### config.mk
export PLATFORM = sky130hd
export DESIGN_NAME = cc_nestgen
export DESIGN_NICKNAME = d
export VERILOG_FILES = /design/src/rtl/cc_nestgen_pkg.sv /design/src/rtl/cc_nestgen_prescaler.sv /design/src/rtl/cc_nestgen.sv
export SDC_FILE = /design/constraint.sdc
export NUM_CORES = 1
export LEC_CHECK = 0
export CORE_MARGIN = 4
export CORE_UTILIZATION = 39
export DETAILED_ROUTE_END_ITERATION = 8
export HOLD_SLACK_MARGIN = 0.05
export MAX_ROUTING_LAYER = met4
export PLACE_DENSITY = 0.69
export SETUP_SLACK_MARGIN = 0.2
export SKIP_CTS_REPAIR_TIMING = 1
export SYNTH_ARGS = -nofsm -noshare
export SYNTH_HDL_FRONTEND = slang
export SYNTH_HIERARCHICAL = 1
export SYNTH_SLANG_ARGS = --single-unit
### constraint.sdc
create_clock -name CC_NESTGEN_CLOCK_50 -period 3.1 [get_ports CC_NESTGEN_CLOCK_50]
set_input_delay 0.62 -clock CC_NESTGEN_CLOCK_50 [delete_from_list [all_inputs] [get_ports CC_NESTGEN_CLOCK_50]]
set_output_delay 0.62 -clock CC_NESTGEN_CLOCK_50 [all_outputs]
set_load 0.02 [all_outputs]
### src/rtl/cc_nestgen_pkg.sv
// Shared definitions for the bird-row generator and the nest checker:
// state encoding, row constants and the decoded command bundle.
package cc_nestgen_pkg;

    localparam int NESTGEN_ROW_W = 8;

    localparam logic [1:0] ST_IDLE      = 2'd0;
    localparam logic [1:0] ST_RUN_LEFT  = 2'd1;
    localparam logic [1:0] ST_RUN_RIGHT = 2'd2;
    localparam logic [1:0] ST_LANDED    = 2'd3;

    localparam logic [NESTGEN_ROW_W-1:0] START_ROW = 8'b0001_0000;
    localparam logic [NESTGEN_ROW_W-1:0] NEST_R    = 8'b0010_0000;
    localparam logic [NESTGEN_ROW_W-1:0] NEST_L    = 8'b0000_0100;

    // Player commands after conversion from active-low pins to active-high flags.
    typedef struct packed {
        logic start;
        logic left;
        logic right;
        logic drop;
    } cmd_t;

endpackage

### src/rtl/cc_nestgen_prescaler.sv
// Step prescaler: counts while enabled, ticks on TICKMAX-1 and wraps to zero.
module cc_nestgen_prescaler
    import cc_nestgen_pkg::*;
#(
    parameter int TICKWIDTH = 26,
    parameter int TICKMAX   = 25000000
) (
    input  logic clk_i,
    input  logic rst_n_i,
    input  logic clr_i,
    input  logic en_i,
    output logic tick_o
);

    localparam logic [TICKWIDTH-1:0] LAST = TICKWIDTH'(TICKMAX - 1);

    logic [TICKWIDTH-1:0] count_q;
    logic [TICKWIDTH-1:0] count_d;

    // Tick does not depend on clr_i, so the top can use it while deciding clr_i.
    assign tick_o = en_i && (count_q == LAST);

    always_comb begin
        count_d = count_q;
        if (clr_i) begin
            count_d = '0;
        end else if (en_i) begin
            count_d = tick_o ? '0 : count_q + 1'b1;
        end
    end

    always_ff @(posedge clk_i or negedge rst_n_i) begin
        if (!rst_n_i) begin
            count_q <= '0;
        end else begin
            count_q <= count_d;
        end
    end

endmodule

### src/rtl/cc_nestgen.sv
// Bird-row generator: a one-hot bit bounces across the row at the prescaled
// step rate; a drop either lands it on a nest or reports a one-cycle miss.
module cc_nestgen
    import cc_nestgen_pkg::*;
#(
    parameter int NESTGEN_DATAWIDTH = 8,
    parameter int NESTGEN_TICKWIDTH = 26,
    parameter int NESTGEN_TICKMAX   = 25000000
) (
    input  logic                         CC_NESTGEN_CLOCK_50,
    input  logic                         CC_NESTGEN_RESET_InLow,
    input  logic                         CC_NESTGEN_start_InLow,
    input  logic                         CC_NESTGEN_left_InLow,
    input  logic                         CC_NESTGEN_right_InLow,
    input  logic                         CC_NESTGEN_drop_InLow,
    output logic [NESTGEN_DATAWIDTH-1:0] CC_NESTGEN_data_OutBUS,
    output logic                         CC_NESTGEN_running_OutLow,
    output logic                         CC_NESTGEN_landed_OutLow,
    output logic                         CC_NESTGEN_miss_OutLow
);

    localparam int MSB = NESTGEN_DATAWIDTH - 1;
    localparam logic [NESTGEN_DATAWIDTH-1:0] START_W  = NESTGEN_DATAWIDTH'(START_ROW);
    localparam logic [NESTGEN_DATAWIDTH-1:0] NEST_R_W = NESTGEN_DATAWIDTH'(NEST_R);
    localparam logic [NESTGEN_DATAWIDTH-1:0] NEST_L_W = NESTGEN_DATAWIDTH'(NEST_L);

    logic [1:0]                   state_q, state_d;
    logic [NESTGEN_DATAWIDTH-1:0] data_q, data_d;
    logic                         running_n_q, running_n_d;
    logic                         landed_n_q, landed_n_d;
    logic                         miss_n_q, miss_n_d;
    logic [1:0]                   dir;
    logic                         is_run;
    logic                         on_nest;
    logic                         tick;
    logic                         pre_clr;
    cmd_t                         cmd;

    assign cmd.start = ~CC_NESTGEN_start_InLow;
    assign cmd.left  = ~CC_NESTGEN_left_InLow;
    assign cmd.right = ~CC_NESTGEN_right_InLow;
    assign cmd.drop  = ~CC_NESTGEN_drop_InLow;

    assign is_run  = (state_q == ST_RUN_LEFT) || (state_q == ST_RUN_RIGHT);
    assign on_nest = (data_q == NEST_R_W) || (data_q == NEST_L_W);
    // Counter only runs while flying; any drop restarts it from zero.
    assign pre_clr = !is_run || cmd.drop;

    cc_nestgen_prescaler #(
        .TICKWIDTH (NESTGEN_TICKWIDTH),
        .TICKMAX   (NESTGEN_TICKMAX)
    ) u_prescaler (
        .clk_i   (CC_NESTGEN_CLOCK_50),
        .rst_n_i (CC_NESTGEN_RESET_InLow),
        .clr_i   (pre_clr),
        .en_i    (is_run),
        .tick_o  (tick)
    );

    always_comb begin
        state_d  = state_q;
        data_d   = data_q;
        miss_n_d = 1'b1;
        dir      = state_q;
        case (state_q)
            ST_IDLE, ST_LANDED: begin
                if (cmd.start) begin
                    state_d = ST_RUN_LEFT;
                    data_d  = START_W;
                end
            end
            ST_RUN_LEFT, ST_RUN_RIGHT: begin
                if (cmd.drop) begin
                    if (on_nest) begin
                        state_d = ST_LANDED;
                    end else begin
                        state_d  = ST_IDLE;
                        data_d   = START_W;
                        miss_n_d = 1'b0;
                    end
                end else begin
                    if (tick) begin
                        if (state_q == ST_RUN_LEFT) begin
                            if (data_q[MSB]) begin
                                dir    = ST_RUN_RIGHT;
                                data_d = data_q >> 1;
                            end else begin
                                data_d = data_q << 1;
                            end
                        end else begin
                            if (data_q[0]) begin
                                dir    = ST_RUN_LEFT;
                                data_d = data_q << 1;
                            end else begin
                                data_d = data_q >> 1;
                            end
                        end
                    end
                    // Steering overrides the bounce direction but never moves the bit.
                    if (cmd.left && !cmd.right) begin
                        dir = ST_RUN_LEFT;
                    end else if (cmd.right && !cmd.left) begin
                        dir = ST_RUN_RIGHT;
                    end
                    state_d = dir;
                end
            end
            default: begin
                state_d = ST_IDLE;
                data_d  = START_W;
            end
        endcase
    end

    assign running_n_d = !((state_d == ST_RUN_LEFT) || (state_d == ST_RUN_RIGHT));
    assign landed_n_d  = (state_d != ST_LANDED);

    always_ff @(posedge CC_NESTGEN_CLOCK_50 or negedge CC_NESTGEN_RESET_InLow) begin
        if (!CC_NESTGEN_RESET_InLow) begin
            state_q     <= ST_IDLE;
            data_q      <= START_W;
            running_n_q <= 1'b1;
            landed_n_q  <= 1'b1;
            miss_n_q    <= 1'b1;
        end else begin
            state_q     <= state_d;
            data_q      <= data_d;
            running_n_q <= running_n_d;
            landed_n_q  <= landed_n_d;
            miss_n_q    <= miss_n_d;
        end
    end

    assign CC_NESTGEN_data_OutBUS    = data_q;
    assign CC_NESTGEN_running_OutLow = running_n_q;
    assign CC_NESTGEN_landed_OutLow  = landed_n_q;
    assign CC_NESTGEN_miss_OutLow    = miss_n_q;

endmodule

==> run_1/closeup.png <==
Scale bar: 5 um. Window x 53 to 73, y 53 to 73 um. Cells in gray, sequential cells in the stronger gray; small squares are vias.
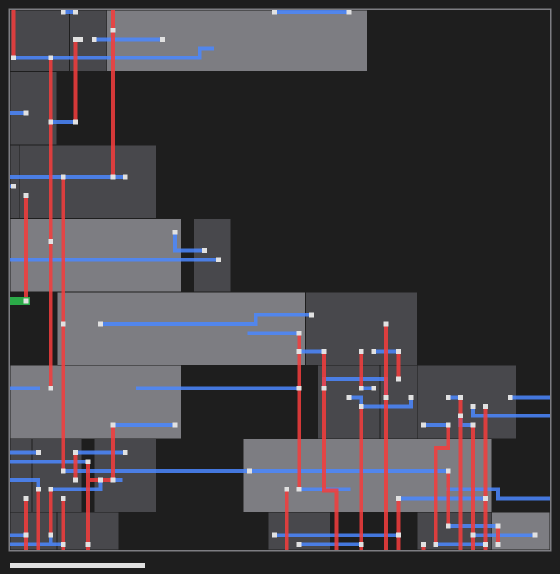
color	layer
red	M2
green	M3
blue	M1
cells with their middle in the window	19
most frequent	dfrtp_1 (4), nor2b_1 (3), inv_1 (2)
sequential cells in the window	5
netlist names of flops here include	`u_prescaler/count_q` (3)

==> run_1/layers.png <==
Scale bar: 20 um. Two of the layers only.
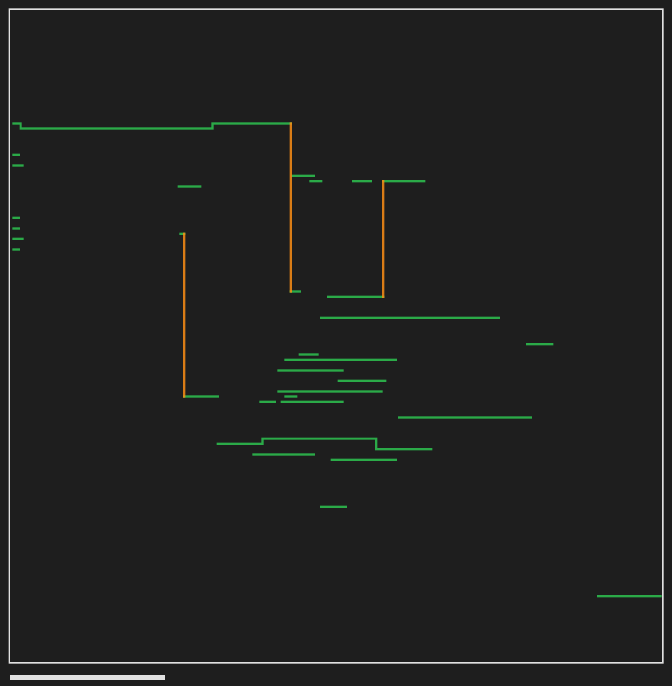
color	layer	wire length
green	M3	225 um
orange	M4	57.8 um

==> impl_metrics.tcl, run 1 <==
# yosys + openroad results
set metrics [dict create \
    start_kind "flop" \
    pwr-share-clk 0.280 \
    placed_area_sq_um 2500 \
    routabilityCongestion 0.829 \
    cts-root-buf "clkbuf_8" \
    async_reset_ff_frac 1.00 \
    antenna_found_initial 0 \
    coreArea_sq_um 5570 \
    setup_viol 0 \
    hpwl_um 3510 \
    internal_power_mw 1.03 \
    final_cell_count_no_fill 336 \
    comb_area_sq_um 1210 \
    clk_share 0.0449 \
    finClkSkew_ns 0.00552 \
    power_density_nw_per_um2 615 \
    cp-end-kind "flop" \
    n_all_inverters 12 \
    sh_seq_area 0.375 \
    endpoint "CC_NESTGEN_running_OutLow" \
    bufAreaShareNonClock 0.0679 \
    cp_data_arrival_time_ns 2.88 \
    ios 17 \
    vias 1943 \
    drive_gt1_frac 0.0947 \
    fin_tns_setup_ns 0 \
    yosys_area_sq_um 2270 \
    dr_wl_met2_um 2340 \
    synth.top_cell.area_share 0.385 \
    synth_warnings 6 \
    rr_worst_depth 11 \
    power_frac_seq 0.365 \
    cts.reportedPaths.clkPinSlew_ns 0.08 \
    grt_max_degree 40 \
    final_util 0.470 \
    via_per_inst 5.78 \
    ant_nets 0 \
    hold_class "in -> async" \
    status "completed" \
    cp_slowest_stage_delay_ns 0.42 \
    relSlewSlack 0.418 \
    seqCellArea_sq_um 981 \
    die-width_um 84.4 \
    p_sw_frac 0.358 \
    core.rowCount 27 \
    final_area_sq_um 2620 \
    comb_power_share 0.355 \
    power_mw 1.61 \
    die_y_um 84.4 \
    cts.sinks 39 \
    drv_slew 0 \
    clockBufferDepth 2 \
    seq_area_frac_synth 0.431 \
    warnings 27 \
    place_inst 328 \
    largest_area_cell "dfrtp_1" \
    nWellTaps 72 \
    p_sw_uw 577 \
    mostFrequentLayoutCells "35 x dfrtp_1, 25 x nor2_1, 15 x a21oi_1, 15 x clkdlybuf4s50_1" \
    die_area_sq_um 7120 \
    edf_count 0 \
    xor_area_frac 0.0501 \
    logic_gate_count 186 \
    startpoint "state_q[0]" \
    synth.logic.top_family "simple AND/OR/NAND/NOR gates" \
    top_cells_by_count "35 x dfrtp_1, 25 x nor2_1, 15 x a21oi_1" \
    hold_slack_ns 0.428 \
    critPathMaxFanout 8 \
    synth-main-ff-cell "dfrtp_1" \
    synth_area_sq_um 2270 \
    comb_area_frac 0.461 \
    synth_flops 39 \
    ys_cells 247 \
    cp_num_cells 11 \
    mux_area_frac 0.0226 \
    drc_errors 0 \
    wl_met1_um 2550 \
    grt_pass1_vias 1848 \
    top_cell "dfrtp_1" \
    simple_gate_area_frac 0.268 \
    nClkBuffers 6 \
    synth_area_per_cell_sq_um 9.21 \
    cts_tree "done" \
    io_buffers 16 \
    fp-utilization 0.408 \
    route.met3.wl_um 225 \
    post-place-ws_ns 0.479 \
    cts_buffers 5 \
    maxCapViolCount 0 \
    antenna_cells 0 \
    slowest_stage "ha_1" \
    ys_sh_aoi 0.167 \
    hold_viol_final 0 \
    worst_pin_slew_ns 0.873 \
    power_leakage_nw 1.02 \
    grt_setup_unrepaired "no" \
    fmax_mhz 380 \
    flops 39 \
    layout_top_cell "dfrtp_1" \
    crit_buf_inv 3 \
    syn_to_final_growth_pct 15.1 \
    first_pass_iters 4 \
    ir_drop_mv 0.266 \
    synthTopCellsByArea "dfrtp_1 39%, dfstp_2 4.6%, nor2_1 4.1%" \
    required_ns 3.35 \
    cp_common_cell "inv_1" \
    fill_cells 540 \
    yosys.cell_types.count 54 \
    syn_inst 247 \
    path_cells "ha_1 > inv_1 > nor3b_1 > nand4_1 > nor2_1 > inv_1 > o2bb2ai_1 > a21oi_1 > o221ai_1 > ha_1 > inv_1" \
    reg2reg_from "state_q[0]" \
    first_iter_violations 177 \
    grt_pass1_wl_um 8890 \
    final.setup.worst_slack_ns 0.466 \
    final_nets 273 \
    floorplan.nets 257 \
    finalCriticalPeriod_ns 2.63 \
]
==> run_1/m1.png <==
Scale bar: 20 um. Cells faint in the background.
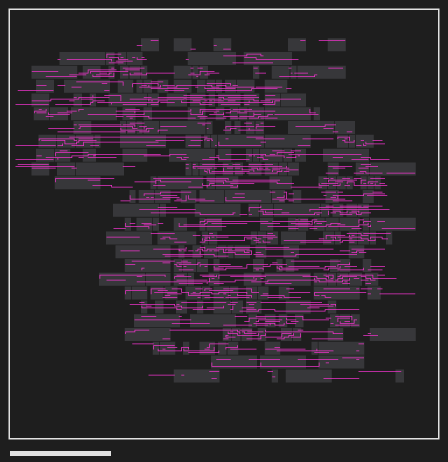
nets with wire on the layer	254
main direction	horizontal
share of all routed wire	49%
longest straight run	27.1 um
wire length on this layer	2,550 um

==> run_1/route_heat.png <==
The die is cut into 17 by 17 equal tiles; white is low, dark blue is high, scaled to the fullest tile. Values are wire area over tile area, all layers added.
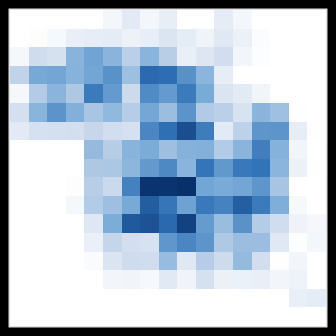
mean over tiles	0.11
fullest tile	0.50
nearly empty tiles	36%
emptiest ninth of the die	lower left
Post-Route WL: 5170 um
WL per Instance: 15.4 um
GRT Resource Usage Total: 0.157

==> run 1: power by group through the flow <==
stage	combinational, mW	clock [mW]	sequential (mW)
floorplan	0.378	0	0.620
global placement	0.562	0	0.597
detailed placement	0.570	0	0.598
CTS	0.576	0.461	0.588
global route	0.632	0.482	0.593
finish	0.571	0.450	0.588
==> run 1: metal layers <==
metal / vias to the layer above / global-route usage
met5: - / -
met4: 0 / 0.0676
met3: 6 / 0.0275
met2: 54 / 0.226
met1: 947 / 0.216
li1: 936 / -
==> run 1: registers in the layout, summed over array words and instances (netlist names) <==
| signal | count |
|---|---|
| u_prescaler/count_q | 26 |
| CC_NESTGEN_data_OutBUS | 8 |
| state_q | 2 |
| CC_NESTGEN_landed_OutLow | 1 |
| CC_NESTGEN_miss_OutLow | 1 |
| CC_NESTGEN_running_OutLow | 1 |
==> run 2: changes to the inputs <==
--- a/config.mk
+++ b/config.mk
@@ -10,7 +10,7 @@
 export DETAILED_ROUTE_END_ITERATION = 8
 export HOLD_SLACK_MARGIN = 0.05
 export MAX_ROUTING_LAYER = met4
-export PLACE_DENSITY = 0.69
+export PLACE_DENSITY = 0.71
 export SETUP_SLACK_MARGIN = 0.2
 export SKIP_CTS_REPAIR_TIMING = 1
 export SYNTH_ARGS = -nofsm -noshare
==> constraint.sdc (replaced) <==
create_clock -name CC_NESTGEN_CLOCK_50 -period 2.4 [get_ports CC_NESTGEN_CLOCK_50]
set_input_delay 0.48 -clock CC_NESTGEN_CLOCK_50 [delete_from_list [all_inputs] [get_ports CC_NESTGEN_CLOCK_50]]
set_output_delay 0.48 -clock CC_NESTGEN_CLOCK_50 [all_outputs]
set_load 0.02 [all_outputs]
==> run_2/congestion_map.png <==
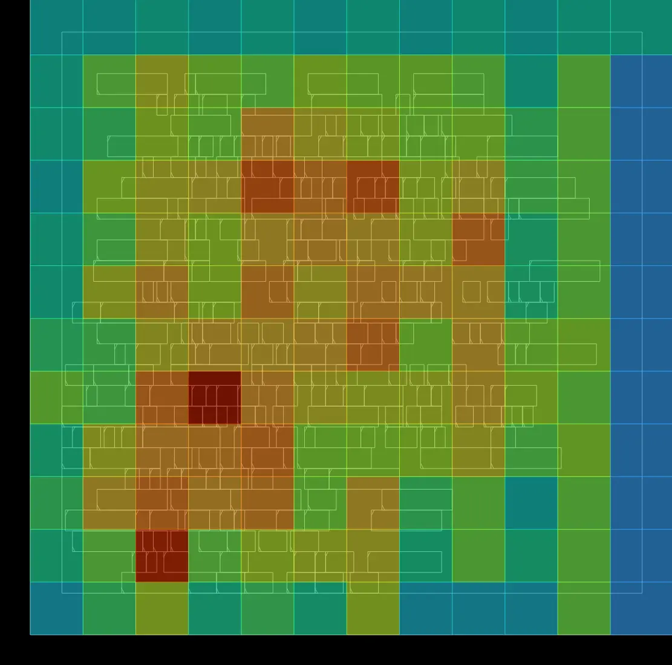
GRT met1 Usage: 0.226
WL per Instance: 15.2 um

==> run_2/layers.png <==
Scale bar: 20 um. Two of the layers only.
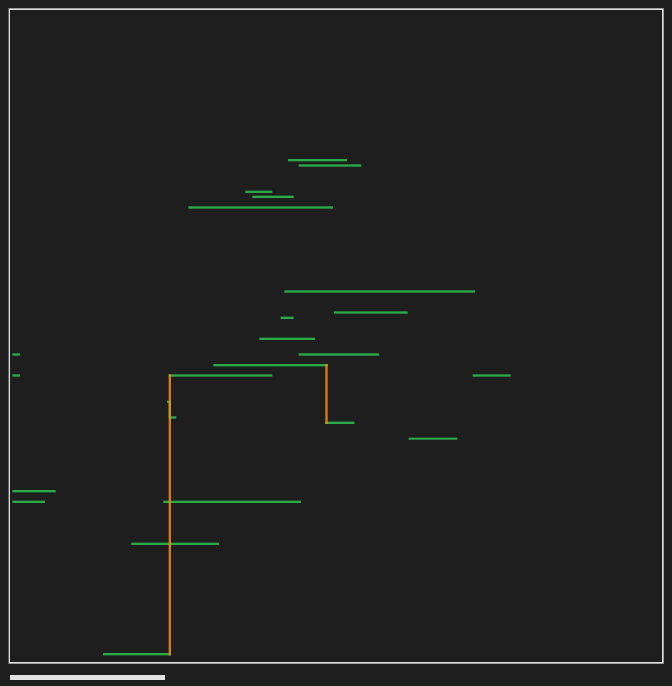
color	layer	wire length
green	M3	186 um
orange	M4	43.5 um
GRT Resource Usage Total: 0.156
Via Count: 1,983

==> run 2 against run 1 <==
  * Die area is the same
  * Worst setup slack got worse by 0.25 ns
  * Clock power shrank 4.4%
  * Global-route usage down 0.061 points
  * Sequential share of layout area is 1.5 points lower
  * Maximum frequency rose by 21%
  * Non-clock buffer count increased by 11
  * Count of clock-buffer cells in the layout did not move
  * Power rose by 28%
  * Hold slack worse by 0.13 ns
  * Wire length is 2.1% higher
  * Area after synthesis is the same
==> impl_metrics.tcl, run 2 <==
# yosys + openroad results
set metrics [dict create \
    status "completed" \
    hold_class "in -> async" \
    largest_area_cell "dfrtp_1" \
    seq_cell_power_uw 761 \
    hold_slack_ns 0.302 \
    cts.sinks 39 \
    grt_pass1_wl_um 9030 \
    async_reset_ff_frac 1.00 \
    ys_cells 247 \
    pwr-share-clk 0.208 \
    top_register "u_prescaler/count_q" \
    floorplan.nets 257 \
    first_iter_violations 163 \
    path_cells "ha_4 > inv_2 > nor3b_2 > nand4_1 > nor2_4 > nand3_2 > a21oi_2 > o221ai_2 > ha_1 > inv_1" \
    route.met3.wl_um 186 \
    synth_area_sq_um 2270 \
    maxCapViolCount 0 \
    drc_errors 0 \
    synth_warnings 6 \
    place_inst 336 \
    syn_inst 247 \
    edf_count 0 \
    ant_nets 0 \
    final_util 0.490 \
    worst_pin_slew_ns 0.864 \
    nWellTaps 72 \
    seqCellArea_sq_um 981 \
    required_ns 2.63 \
    hpwl_um 3690 \
    routabilityCongestion 0.833 \
    cts_tree "done" \
    clockBufferDepth 2 \
    dr_wl_met2_um 2480 \
    critPathMaxFanout 8 \
    cp-end-kind "flop" \
    grt_setup_unrepaired "yes" \
    grt_util_met2 0.228 \
    simple_gate_area_frac 0.268 \
    power_leakage_nw 1.06 \
    slowest_stage "dfrtp_1" \
    yosys_area_sq_um 2270 \
    hold_viol_final 0 \
    power.group.top "combinational cells" \
    finalCriticalPeriod_ns 2.18 \
    top_cells_by_count "35 x dfrtp_1, 25 x nor2_1, 15 x a21oi_1" \
    pg_comb_uw 872 \
    clk_share 0.0312 \
    grtUsageMet3 0.0265 \
    fp-utilization 0.408 \
    synth.top_cell.area_share 0.385 \
    drv_slew 0 \
    fin_tns_setup_ns 0 \
    fmax_mhz 459 \
    ios 17 \
    drive_gt1_frac 0.167 \
    synth.logic.top_family "simple AND/OR/NAND/NOR gates" \
    die_y_um 84.4 \
    flops 39 \
    relSlewSlack 0.424 \
    power_mw 2.06 \
    top_cell "dfrtp_1" \
    fill_cells 513 \
    die_area_sq_um 7120 \
    antenna_found_initial 0 \
    grt-busiest-layer "met2" \
    io_buffers 16 \
    logic_gate_count 186 \
    final_area_sq_um 2730 \
    synth_area_per_cell_sq_um 9.21 \
    mostFrequentLayoutCells "35 x dfrtp_1, 24 x nor2_1, 15 x clkdlybuf4s50_1" \
    warnings 28 \
    largest_reg_flops 26 \
    seq_area_frac_synth 0.431 \
]
==> run_2/m1.png <==
Scale bar: 20 um. Cells faint in the background.
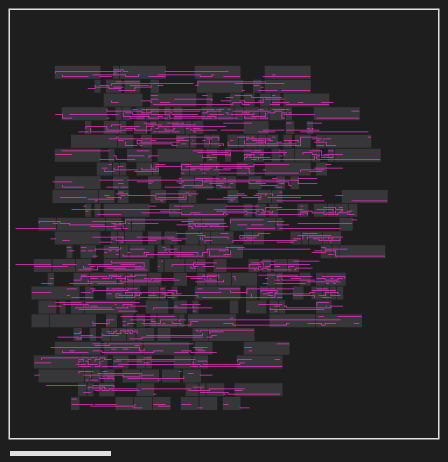
longest straight run	29.9 um
share of all routed wire	49%
nets with wire on the layer	259
Post-Route WL: 5280 um

run 2: path summary, 6_finish.rpt:
| check | endpoint | cells after the start | slack (ns) | startpoint |
|---|---|---|---|---|
| worst min register to register | CC_NESTGEN_data_OutBUS[4] | 2 | 0.55 | CC_NESTGEN_data_OutBUS[4] |
| worst max-delay path | CC_NESTGEN_running_OutLow | 10 | 0.22 | state_q[0] |
| worst min-delay path | CC_NESTGEN_data_OutBUS[1] | 1 | 0.30 | CC_NESTGEN_RESET_InLow |
| min in group CC_NESTGEN_CLOCK_50 | CC_NESTGEN_data_OutBUS[4] | 2 | 0.55 | CC_NESTGEN_data_OutBUS[4] |
| max in group asynchronous | u_prescaler/count_q[13] | 1 | 1.56 | CC_NESTGEN_RESET_InLow |
| worst max register to register | CC_NESTGEN_running_OutLow | 10 | 0.22 | state_q[0] |
Power figures rest on the tool's default switching activity, not on a simulated workload.
